==> src/rtl/sim_ctrl_pkg.sv <==
// rtl/sim_ctrl_pkg.sv - shared types, constants and helpers for sim_ctrl
package sim_ctrl_pkg;

    typedef enum logic [2:0] {
        ST_RESET   = 3'd0,
        ST_RUN     = 3'd1,
        ST_PASS    = 3'd2,
        ST_FAIL    = 3'd3,
        ST_TIMEOUT = 3'd4,
        ST_STALL   = 3'd5
    } status_e;

    // tohost value that signals success; any other odd value is a failure code
    localparam logic [31:0] TOHOST_PASS         = 32'h1;
    localparam logic [31:0] DEFAULT_TOHOST_ADDR = 32'h8000_1000;

    // Number of set bits in a retire vector of up to four channels
    function automatic logic [2:0] popcount(input logic [3:0] bits);
        logic [2:0] n;
        n = '0;
        for (int i = 0; i < 4; i++) begin
            n = n + {2'b00, bits[i]};
        end
        return n;
    endfunction

endpackage

==> src/rtl/sim_ctrl_rst_sync.sv <==
// rtl/sim_ctrl_rst_sync.sv - reset synchronizer, asynchronous assert and synchronous deassert
module rst_sync #(
    parameter int STAGES = 2
) (
    input  logic clk,
    input  logic rst_n,
    output logic sync_rst_n
);

    logic [STAGES-1:0] chain;

    // Shift ones in after release; any assertion clears the whole chain at once
    always_ff @(posedge clk or negedge rst_n) begin
        if (!rst_n) begin
            chain <= '0;
        end else begin
            chain <= {chain[STAGES-2:0], 1'b1};
        end
    end

    assign sync_rst_n = chain[STAGES-1];

endmodule

==> src/rtl/sim_ctrl.sv <==
// rtl/sim_ctrl.sv - simulation control: core reset, cycle/retire counters, tohost, timeout and stall watchdogs
module sim_ctrl
    import sim_ctrl_pkg::*;
#(
    parameter int unsigned RST_CYCLES     = 20,
    parameter int unsigned TIMEOUT_CYCLES = 200000,
    parameter int unsigned STALL_CYCLES   = 1000,
    parameter int unsigned N_RET          = 1,
    parameter logic [31:0] TOHOST_ADDR    = DEFAULT_TOHOST_ADDR,
    parameter int unsigned CNT_W          = 32
) (
    input  logic             clk,
    input  logic             rst_n,
    input  logic [N_RET-1:0] retire_valid,
    input  logic             st_valid,
    input  logic [31:0]      st_addr,
    input  logic [31:0]      st_data,
    output logic             core_rst_n,
    output logic [2:0]       status,
    output logic             done,
    output logic             pass,
    output logic [30:0]      exit_code,
    output logic [CNT_W-1:0] cycle_cnt,
    output logic [CNT_W-1:0] retire_cnt
);

    localparam logic [31:0]      HOLD_LAST  = 32'(RST_CYCLES - 1);
    localparam logic [CNT_W-1:0] TO_LAST    = CNT_W'(TIMEOUT_CYCLES - 1);
    localparam logic [CNT_W-1:0] STALL_LIM  = CNT_W'(STALL_CYCLES);
    localparam logic [CNT_W-1:0] CNT_MAX    = '1;

    status_e           state;
    status_e           state_next;
    logic              sync_rst_n;
    logic [31:0]       hold_cnt;
    logic [CNT_W-1:0]  idle_cnt;
    logic [CNT_W-1:0]  idle_next;
    logic [CNT_W-1:0]  cycle_next;
    logic [CNT_W:0]    ret_sum;
    logic [3:0]        ret_vec;
    logic [2:0]        ret_pop;
    logic              tohost_hit;
    logic              timeout_hit;
    logic              stall_hit;
    logic              term_next;

    rst_sync #(.STAGES(2)) u_rst_sync (
        .clk        (clk),
        .rst_n      (rst_n),
        .sync_rst_n (sync_rst_n)
    );

    // Event detection and saturating counter increments for the current RUN cycle
    always_comb begin
        ret_vec              = '0;
        ret_vec[N_RET-1:0]   = retire_valid;
        ret_pop              = popcount(ret_vec);
        ret_sum              = {1'b0, retire_cnt} + {{(CNT_W-2){1'b0}}, ret_pop};
        cycle_next           = (cycle_cnt == CNT_MAX) ? cycle_cnt : cycle_cnt + 1'b1;
        if (|retire_valid) begin
            idle_next = '0;
        end else begin
            idle_next = (idle_cnt == CNT_MAX) ? idle_cnt : idle_cnt + 1'b1;
        end
        tohost_hit  = st_valid && (st_addr == TOHOST_ADDR) && st_data[0];
        timeout_hit = (TIMEOUT_CYCLES != 0) && (cycle_cnt == TO_LAST);
        stall_hit   = (STALL_CYCLES != 0) && (idle_next == STALL_LIM);
    end

    // Next-state logic: hold until the counted release, then watch for a terminating event
    always_comb begin
        state_next = state;
        case (state)
            ST_RESET: begin
                if (sync_rst_n && (hold_cnt == HOLD_LAST)) begin
                    state_next = ST_RUN;
                end
            end
            ST_RUN: begin
                if (tohost_hit) begin
                    state_next = (st_data == TOHOST_PASS) ? ST_PASS : ST_FAIL;
                end else if (timeout_hit) begin
                    state_next = ST_TIMEOUT;
                end else if (stall_hit) begin
                    state_next = ST_STALL;
                end
            end
            default: state_next = state;
        endcase
        term_next = (state_next == ST_PASS) || (state_next == ST_FAIL) ||
                    (state_next == ST_TIMEOUT) || (state_next == ST_STALL);
    end

    // State register; the raw reset is used so assertion takes effect immediately
    always_ff @(posedge clk or negedge rst_n) begin
        if (!rst_n) begin
            state <= ST_RESET;
        end else begin
            state <= state_next;
        end
    end

    // Counters and registered outputs; counters only advance while in RUN
    always_ff @(posedge clk or negedge rst_n) begin
        if (!rst_n) begin
            hold_cnt   <= '0;
            idle_cnt   <= '0;
            cycle_cnt  <= '0;
            retire_cnt <= '0;
            exit_code  <= '0;
            core_rst_n <= 1'b0;
            done       <= 1'b0;
            pass       <= 1'b0;
        end else begin
            core_rst_n <= (state_next != ST_RESET);
            done       <= term_next;
            pass       <= (state_next == ST_PASS);
            if (state == ST_RESET && sync_rst_n) begin
                hold_cnt <= hold_cnt + 1'b1;
            end
            if (state == ST_RUN) begin
                cycle_cnt  <= cycle_next;
                retire_cnt <= ret_sum[CNT_W] ? CNT_MAX : ret_sum[CNT_W-1:0];
                idle_cnt   <= idle_next;
                if (tohost_hit) begin
                    exit_code <= st_data[31:1];
                end
            end
        end
    end

    assign status = state;

endmodule

==> config.mk <==
export PLATFORM = sky130hd
export DESIGN_NAME = sim_ctrl
export DESIGN_NICKNAME = d
export VERILOG_FILES = /design/src/rtl/sim_ctrl_pkg.sv /design/src/rtl/sim_ctrl_rst_sync.sv /design/src/rtl/sim_ctrl.sv
export SDC_FILE = /design/constraint.sdc
export NUM_CORES = 1
export LEC_CHECK = 0
export CAP_MARGIN = 10
export CELL_PAD_IN_SITES_DETAIL_PLACEMENT = 0
export CELL_PAD_IN_SITES_GLOBAL_PLACEMENT = 1
export CORE_MARGIN = 2
export CORE_UTILIZATION = 40
export DETAILED_ROUTE_END_ITERATION = 12
export GPL_ROUTABILITY_DRIVEN = 0
export PLACE_DENSITY_LB_ADDON = 0.2
export REMOVE_ABC_BUFFERS = 1
export SETUP_SLACK_MARGIN = 0.4
export SYNTH_ARGS = -nofsm -noshare
export SYNTH_HDL_FRONTEND = slang
export SYNTH_HIERARCHICAL = 1
export SYNTH_SLANG_ARGS = --single-unit
==> constraint.sdc <==
create_clock -name clk -period 3.5 [get_ports clk]
set_input_delay 0.7 -clock clk [delete_from_list [all_inputs] [get_ports clk]]
set_output_delay 0.7 -clock clk [all_outputs]
set_load 0.1 [all_outputs]
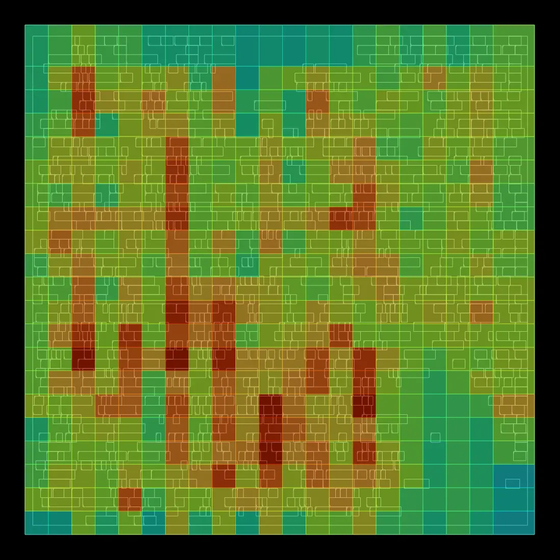
Fig. 1. Routing congestion map.
GRT Resource Usage Total: 0.207
GR peak layer: met2
DR WL/cell: 17.0 um
global-route met1 utilization: 0.287

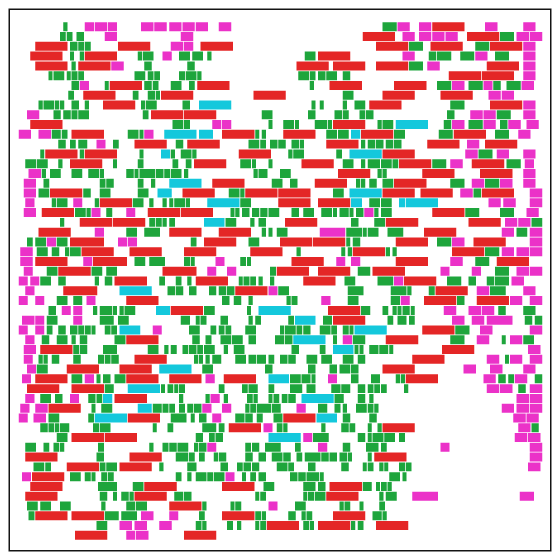
Fig. 2. Placed cells, one color a class.
- other buffers and delay cells: magenta (cells 202; share of their area 17%)
- combinational and other logic: green (cells 671; share of their area 39%)
- clock drivers and dummy loads: cyan (cells 32; share of their area 5.5%)
- flops: red (cells 167; share of their area 38%)

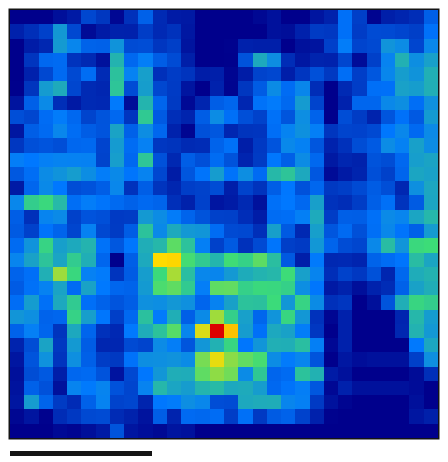
Fig. 3. Wiring heat map.
Bar = 50 um. The die is cut into 30 by 30 equal tiles; dark blue is low, red is high, scaled to the fullest tile. Values are wire area over tile area, all layers added.
- fullest tile: 0.81
- nearly empty tiles: 11%
- tiles over half the peak: 2.9%
- mean over tiles: 0.16
- densest ninth of the die: bottom middle
final WL: 23.0 mm
total via count in the routed design: 7422

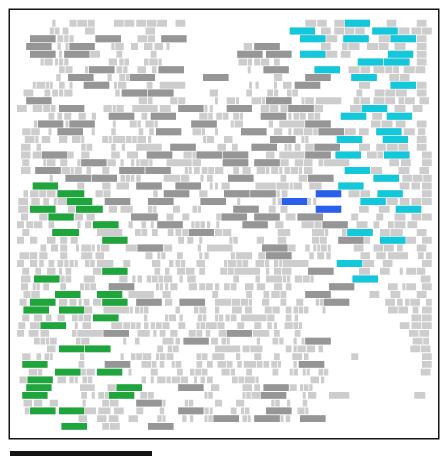
Fig. 4. Sequential cells grouped by signal name.
Bar = 50 um. Other sequential cells in the stronger gray, the rest of the logic in the fainter gray.
- `status`: blue (flops 3)
- `exit_code`: cyan (flops 31)
- `cycle_cnt`: green (flops 32)
- not colored: 101

## critical path, stage by stage (launching register included)
cell	delay (ns)
sky130_fd_sc_hd__dfrtp_2	0.40
sky130_fd_sc_hd__or4_1	0.52
sky130_fd_sc_hd__or4_4	0.43
sky130_fd_sc_hd__or4_4	0.58
sky130_fd_sc_hd__nor2b_1	0.14
sky130_fd_sc_hd__nor2_1	0.06
sky130_fd_sc_hd__o31ai_2	0.24
sky130_fd_sc_hd__o31ai_2	0.10
sky130_fd_sc_hd__or4_1	0.41
## power by group
part	switching (mW)	internal, mW	leakage, nW
combinational	0.434	0.178	2.46
clock	0.906	0.962	0.284
sequential	0.0559	1.97	2.28
## layout make-up
type	instances	area (um2)	area share
tap	275	344	0.0305
sequential	167	4180	0.371
multi-input combinational	665	4250	0.377
clock buffer	17	425	0.0377
inverter	6	22.5	0.00200
timing repair buffer	202	1870	0.166
clock inverter	15	179	0.0159
## registers in the layout, indices dropped and copies added, names as in the netlist
name and flops:
cycle_cnt 32, idle_cnt 32, pass 1, exit_code 31, done 1, status 3
retire_cnt 32, hold_cnt 32, u_rst_sync/chain 2, core_rst_n 1
## worst min-delay path by stage
stage	cells after the start	end	start	slack, ns
floorplan	0	u_rst_sync/chain[1]$_DFF_PN0_	u_rst_sync/chain[0]$_DFF_PN0_	0.33
finish	1	exit_code[10]$_DFFE_PN0P_	rst_n	0.22
global placement	0	u_rst_sync/chain[1]$_DFF_PN0_	u_rst_sync/chain[0]$_DFF_PN0_	0.33
detailed placement	0	u_rst_sync/chain[1]$_DFF_PN0_	u_rst_sync/chain[0]$_DFF_PN0_	0.34
CTS	1	pass$_DFF_PN0_	rst_n	0.23
global route	1	pass$_DFF_PN0_	rst_n	0.25
==> impl_metrics.json <==
{
  "rsz0062_at_grt": "true",
  "grt_util_met2": 0.325,
  "area.growth.synth_to_final_pct": 31.9,
  "fraction_of_the_mapped_netlist_area_in_simple_logic_gates": 0.249,
  "tool_warnings": 26,
  "tightest_slew_ns": 0.995,
  "finalClockSkew_ns": 0.0119,
  "run_status": "finished, final reports clean",
  "worst-r2r-cell-count": 8,
  "slew_headroom": 0.334,
  "detailroute.wirelength.met2_mm": 10.5,
  "final_common_cell": "sky130_fd_sc_hd__dfrtp_1",
  "worst_setup_path_endpoint": "core_rst_n$_DFF_PN0_",
  "final.min_clock_period_ns": 3.02,
  "largest_family_of_logic_cells_by_area": "simple AND/OR/NAND/NOR gates",
  "netlist.top_cell.by_area": "sky130_fd_sc_hd__dfrtp_1",
  "post_layout_nonfiller_instances": 1347,
  "synthMuxAreaShare": 0.0457,
  "synth.cellmix.compoundShare": 0.0886,
  "post_route_cells_drive_above_1_share": 0.141,
  "synth_largest_type_area_fraction": 0.489,
  "chipHeight_um": 150,
  "detail_route.vias_per_cell": 5.51,
  "std_cell_rows": 53,
  "yosys_most_used_dff": "sky130_fd_sc_hd__dfrtp_1",
  "netlist.top_cell.by_instances": "sky130_fd_sc_hd__dfrtp_1",
  "cts.hold.buffers_added": 0,
  "route.antenna.remaining_nets": 0,
  "grt_pass1_vias": 7110,
  "power_per_cell_area_nw_per_um2": 400,
  "overflow": 0,
  "layout.cell_area.non_filler_um2": 11300,
  "ys_cells": 878,
  "die_area_um2": 22600,
  "cts-resized-gates": 6,
  "drt_first_pass_iters": 5,
  "met3_usage": 0.0442,
  "grt_antenna_before_repair": 0,
  "lay_top_cells": "sky130_fd_sc_hd__dfrtp_1, sky130_fd_sc_hd__clkdlybuf4s50_1, sky130_fd_sc_hd__nand2_1",
  "max_clock_freq_mhz": 331,
  "postSynthRegisterBits": 167
}
Power is estimated from default activity; no workload was simulated.
